==> images/clk_routes.png <==
The bar under the picture is 100 um long.
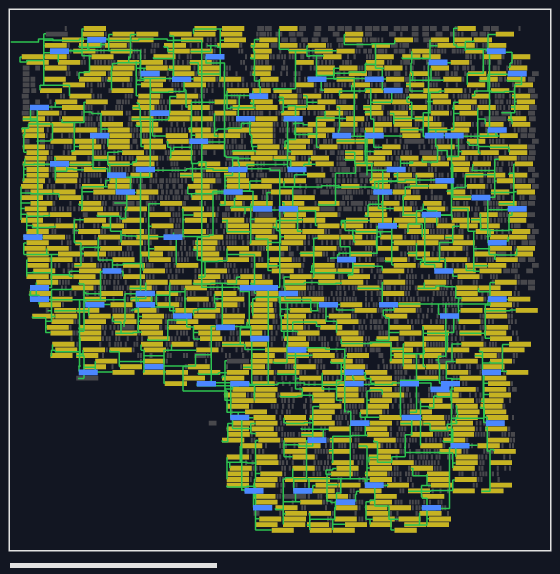
==> images/io_fan.png <==
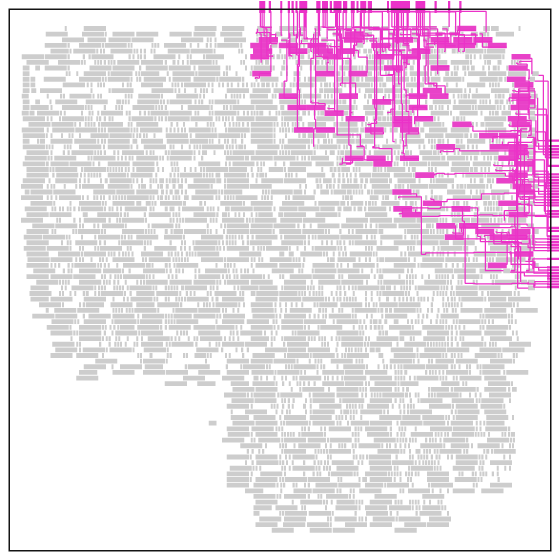
==> images/clocks.png <==
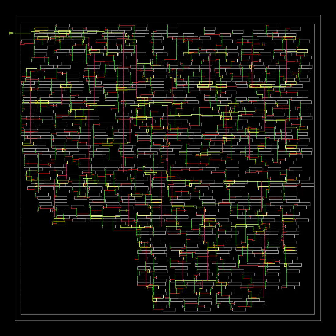
==> images/wires.png <==
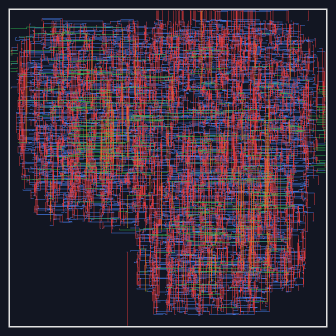
==> images/logic_types.png <==
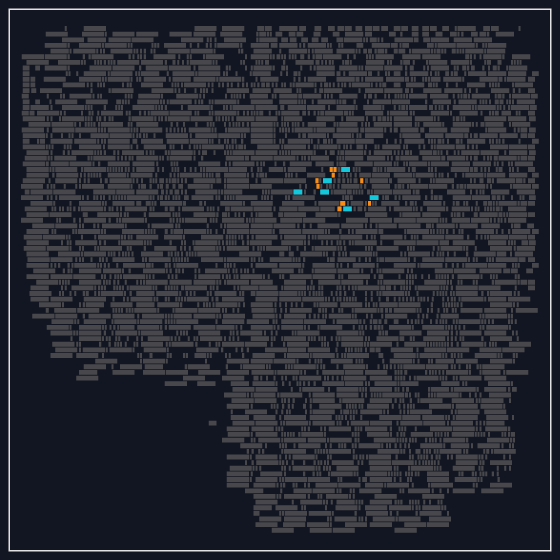
### src/rtl/conv_pkg.sv
// Shared definitions for the 3x3 window generator and the convolution core.
// Window slots are row-major: slot 0 is top-left, slot 8 is bottom-right,
// and slot s occupies bits [s*DATA_W +: DATA_W] of the packed window.
package conv_pkg;

    localparam int unsigned DATA_W = 10;
    localparam int unsigned K      = 3;
    localparam int unsigned WIN_W  = K * K * DATA_W;

    // Window-slot indices shared with the convolution core
    localparam int unsigned TL = 0;
    localparam int unsigned TM = 1;
    localparam int unsigned TR = 2;
    localparam int unsigned ML = 3;
    localparam int unsigned MM = 4;
    localparam int unsigned MR = 5;
    localparam int unsigned BL = 6;
    localparam int unsigned BM = 7;
    localparam int unsigned BR = 8;

    typedef logic [DATA_W-1:0] pixel_t;

    // Packed so that element 0 lands in the low bits of the 90-bit bus
    typedef pixel_t [K*K-1:0] window_t;

    // Minimum address width for a memory of the given depth
    function automatic int unsigned addr_width(input int unsigned depth);
        return (depth > 1) ? $clog2(depth) : 1;
    endfunction

endpackage

### src/rtl/row_delay_line.sv
// One image row of pixel storage, addressed by column.
// Read is asynchronous and returns the old contents when the same address is
// written on the coming edge (read-before-write). Contents are never reset.
module row_delay_line
    import conv_pkg::*;
#(
    parameter int unsigned Depth = 32,
    parameter int unsigned AddrW = addr_width(Depth)
) (
    input  logic             clk_i,
    input  logic [AddrW-1:0] addr_i,
    input  logic             we_i,
    input  pixel_t           wdata_i,
    output pixel_t           rdata_o
);

    pixel_t mem [Depth];

    // Old value is visible for the whole cycle the write is set up
    assign rdata_o = mem[addr_i];

    // Row storage write port, no reset by design
    always_ff @(posedge clk_i) begin
        if (we_i) begin
            mem[addr_i] <= wdata_i;
        end
    end

endmodule

### src/rtl/window_gen3x3.sv
// Streaming 3x3 window generator feeding the convolution core.
// Accepts one raster-order pixel per cycle, keeps the two previous rows in
// row_delay_line instances and emits only fully populated (unpadded) windows.
// Optional macro WINDOW_READY_EN adds the i_ready backpressure input; without
// it o_ready is tied high and o_valid is a one-cycle pulse per window.
module window_gen3x3
    import conv_pkg::*;
#(
    parameter int unsigned IMG_W = 32,
    parameter int unsigned IMG_H = 32
) (
    input  logic             i_clk,
    input  logic             i_rst,
    input  logic             i_valid,
    input  logic [DATA_W-1:0] i_data,
    output logic             o_ready,
`ifdef WINDOW_READY_EN
    input  logic             i_ready,
`endif
    output logic             o_valid,
    output logic [WIN_W-1:0] o_window,
    output logic             o_last
);

    localparam int unsigned COL_W = addr_width(IMG_W);
    localparam int unsigned ROW_W = addr_width(IMG_H);

    logic [COL_W-1:0] col_q, col_d;
    logic [ROW_W-1:0] row_q, row_d;
    window_t          win_q, win_d;
    window_t          out_win_q, out_win_d;
    logic             valid_q, valid_d;
    logic             last_q, last_d;

    logic   accept;
    logic   col_end;
    logic   row_end;
    logic   emit;
    pixel_t line1_rd;
    pixel_t line2_rd;

    // Previous row
    row_delay_line #(
        .Depth (IMG_W),
        .AddrW (COL_W)
    ) u_line1 (
        .clk_i   (i_clk),
        .addr_i  (col_q),
        .we_i    (accept),
        .wdata_i (i_data),
        .rdata_o (line1_rd)
    );

    // Row before that; fed from line1's old value so the two shift together
    row_delay_line #(
        .Depth (IMG_W),
        .AddrW (COL_W)
    ) u_line2 (
        .clk_i   (i_clk),
        .addr_i  (col_q),
        .we_i    (accept),
        .wdata_i (line1_rd),
        .rdata_o (line2_rd)
    );

`ifdef WINDOW_READY_EN
    // A held window blocks new pixels until downstream takes it
    assign o_ready = !valid_q || i_ready;
`else
    assign o_ready = 1'b1;
`endif

    // Accept decode, position flags and window-emit gating
    always_comb begin
        accept  = i_valid && o_ready;
        col_end = (col_q == COL_W'(IMG_W - 1));
        row_end = (row_q == ROW_W'(IMG_H - 1));
        // row>=2 guarantees every delay-line entry used came from this frame
        emit    = accept && (row_q >= ROW_W'(2)) && (col_q >= COL_W'(2));
    end

    // Raster position counters
    always_comb begin
        col_d = col_q;
        row_d = row_q;
        if (accept) begin
            if (col_end) begin
                col_d = '0;
                row_d = row_end ? '0 : row_q + 1'b1;
            end else begin
                col_d = col_q + 1'b1;
            end
        end
    end

    // Window shifts left one column; new right column is top/mid/bottom
    always_comb begin
        win_d = win_q;
        if (accept) begin
            win_d[TL] = win_q[TM];
            win_d[TM] = win_q[TR];
            win_d[TR] = line2_rd;
            win_d[ML] = win_q[MM];
            win_d[MM] = win_q[MR];
            win_d[MR] = line1_rd;
            win_d[BL] = win_q[BM];
            win_d[BM] = win_q[BR];
            win_d[BR] = i_data;
        end
    end

    // Output stage: load on emit, otherwise retire (or hold while stalled)
    always_comb begin
        valid_d   = valid_q;
        last_d    = last_q;
        out_win_d = out_win_q;
        if (emit) begin
            valid_d   = 1'b1;
            last_d    = row_end && col_end;
            out_win_d = win_d;
`ifdef WINDOW_READY_EN
        end else if (i_ready) begin
            valid_d = 1'b0;
            last_d  = 1'b0;
        end
`else
        end else begin
            valid_d = 1'b0;
            last_d  = 1'b0;
        end
`endif
    end

    // State registers
    always_ff @(posedge i_clk or posedge i_rst) begin
        if (i_rst) begin
            col_q     <= '0;
            row_q     <= '0;
            win_q     <= '0;
            out_win_q <= '0;
            valid_q   <= 1'b0;
            last_q    <= 1'b0;
        end else begin
            col_q     <= col_d;
            row_q     <= row_d;
            win_q     <= win_d;
            out_win_q <= out_win_d;
            valid_q   <= valid_d;
            last_q    <= last_d;
        end
    end

    assign o_valid  = valid_q;
    assign o_last   = last_q;
    assign o_window = out_win_q;

endmodule

### config.mk
export PLATFORM = sky130hd
export DESIGN_NAME = window_gen3x3
export DESIGN_NICKNAME = d
export VERILOG_FILES = /design/src/rtl/conv_pkg.sv /design/src/rtl/row_delay_line.sv /design/src/rtl/window_gen3x3.sv
export SDC_FILE = /design/constraint.sdc
export NUM_CORES = 1
export LEC_CHECK = 0
export ABC_AREA = 1
export ABC_CLOCK_PERIOD_IN_PS = 6840
export CAP_MARGIN = 20
export CORE_MARGIN = 5
export CORE_UTILIZATION = 55
export CTS_CLUSTER_SIZE = 30
export DETAILED_ROUTE_END_ITERATION = 6
export PLACE_DENSITY = 0.76
export SYNTH_ARGS = -nofsm -noshare
export SYNTH_HDL_FRONTEND = slang
export SYNTH_HIERARCHICAL = 1
export SYNTH_SLANG_ARGS = --single-unit
### constraint.sdc
create_clock -name i_clk -period 6.84 [get_ports i_clk]
set_input_delay 0.684 -clock i_clk [delete_from_list [all_inputs] [get_ports i_clk]]
set_output_delay 0.684 -clock i_clk [all_outputs]
set_load 0.01 [all_outputs]
==> GITHUB_STEP_SUMMARY <==
## Synthesis and layout report

| Metric | Value |
|---|---|
| Yosys Instances | 3473 |
| Worst Setup Path Type | register to register |
| Met2 Use GR | around 39% |
| Die W | 260.5 um |
| Die ar. | 0.06788 sq mm |
| Core Region | 0.06194 sq mm |
| Sw Ratio | around 34% |
| Signal buf overhead | 3.900% |
| Multi-input logic area | 0.009458 sq mm |
| Worst Slack Setup Final | between 2000 and 3000 ps |
| Num ports | 106 |
| Distinct lib cells | 23 |
| Final ANT Viol Nets | 0 |
| Pin count of the biggest net entering global routing | 155 |
| Initial Util | 55.74% |
| Max Used Layer | met4 |
| Status | completed |
| Cell with the most instances after synthesis | nand2_1 |
| FF+latch area | approximately 0.024 sq mm |
| Dpl hpwl | 46320 um |
| Max Cap Viol | 0 |
| R2R setup slack | 2910 ps |
| M3 GR Usage | under 10% |
| Top Layout Cells | nand2_1 (2162), edfxtp_1 (640), dfrtp_1 (190), nor2_1 (115), clkdlybuf4s50_1 (103) |
| Measured slew at the worst slew-check pin | 1086 ps |
| Layout cell share with drive strength beyond 1 | 5.216% |
| Final period util | 57.46% |
| Tap cells | 837 |
| Clock power frac | between 20% and 30% |
| Synth Area per Inst | around 10 sq um |
| Comb gates | 2419 |
| Gr busiest metal | met2 |
| Clock tree buffer depth | 3 |
| Max FO, Critical Path | 154 |
| Number of remaining DRC errors | 0 |
| CP required | 7060 ps |
| Synth async-reset ratio | 23.08% |
| Synth Net Count | 3492 |
| Complex Gates by Area | 0.1413% |
Notes on clk_routes.png above:
- blue: clock drivers (count 83)
- green: clock wires (length 8700 um)
- yellow: flip-flops (count 832)
- routed clock nets: 84

Notes on io_fan.png above:
- magenta: o_window (direction output; end cells 90; buffers 90; wire 4740 um)

Notes on clocks.png above:
clock sinks: 832
flop count: 832
later-pin clock latency in the skew report: 630 ps
Clock Skew: 32.50 ps

Notes on wires.png above:
- green: metal 3 (wire length 5780 um)
- blue: metal 1 (wire length 33.6 mm)
- red: metal 2 (wire length 39.4 mm)
- orange: metal 4 (wire length 2260 um)

Notes on logic_types.png above:
- cyan: fa/ha/maj cells (cells 6)
- orange: aoi and oai cells (cells 9)
post-route insts no fill: 4441
Commonest Layout Cell: nand2_1
Comb/total area: 24.30%

No activity file was given, so power comes from the tool's default toggle rates.
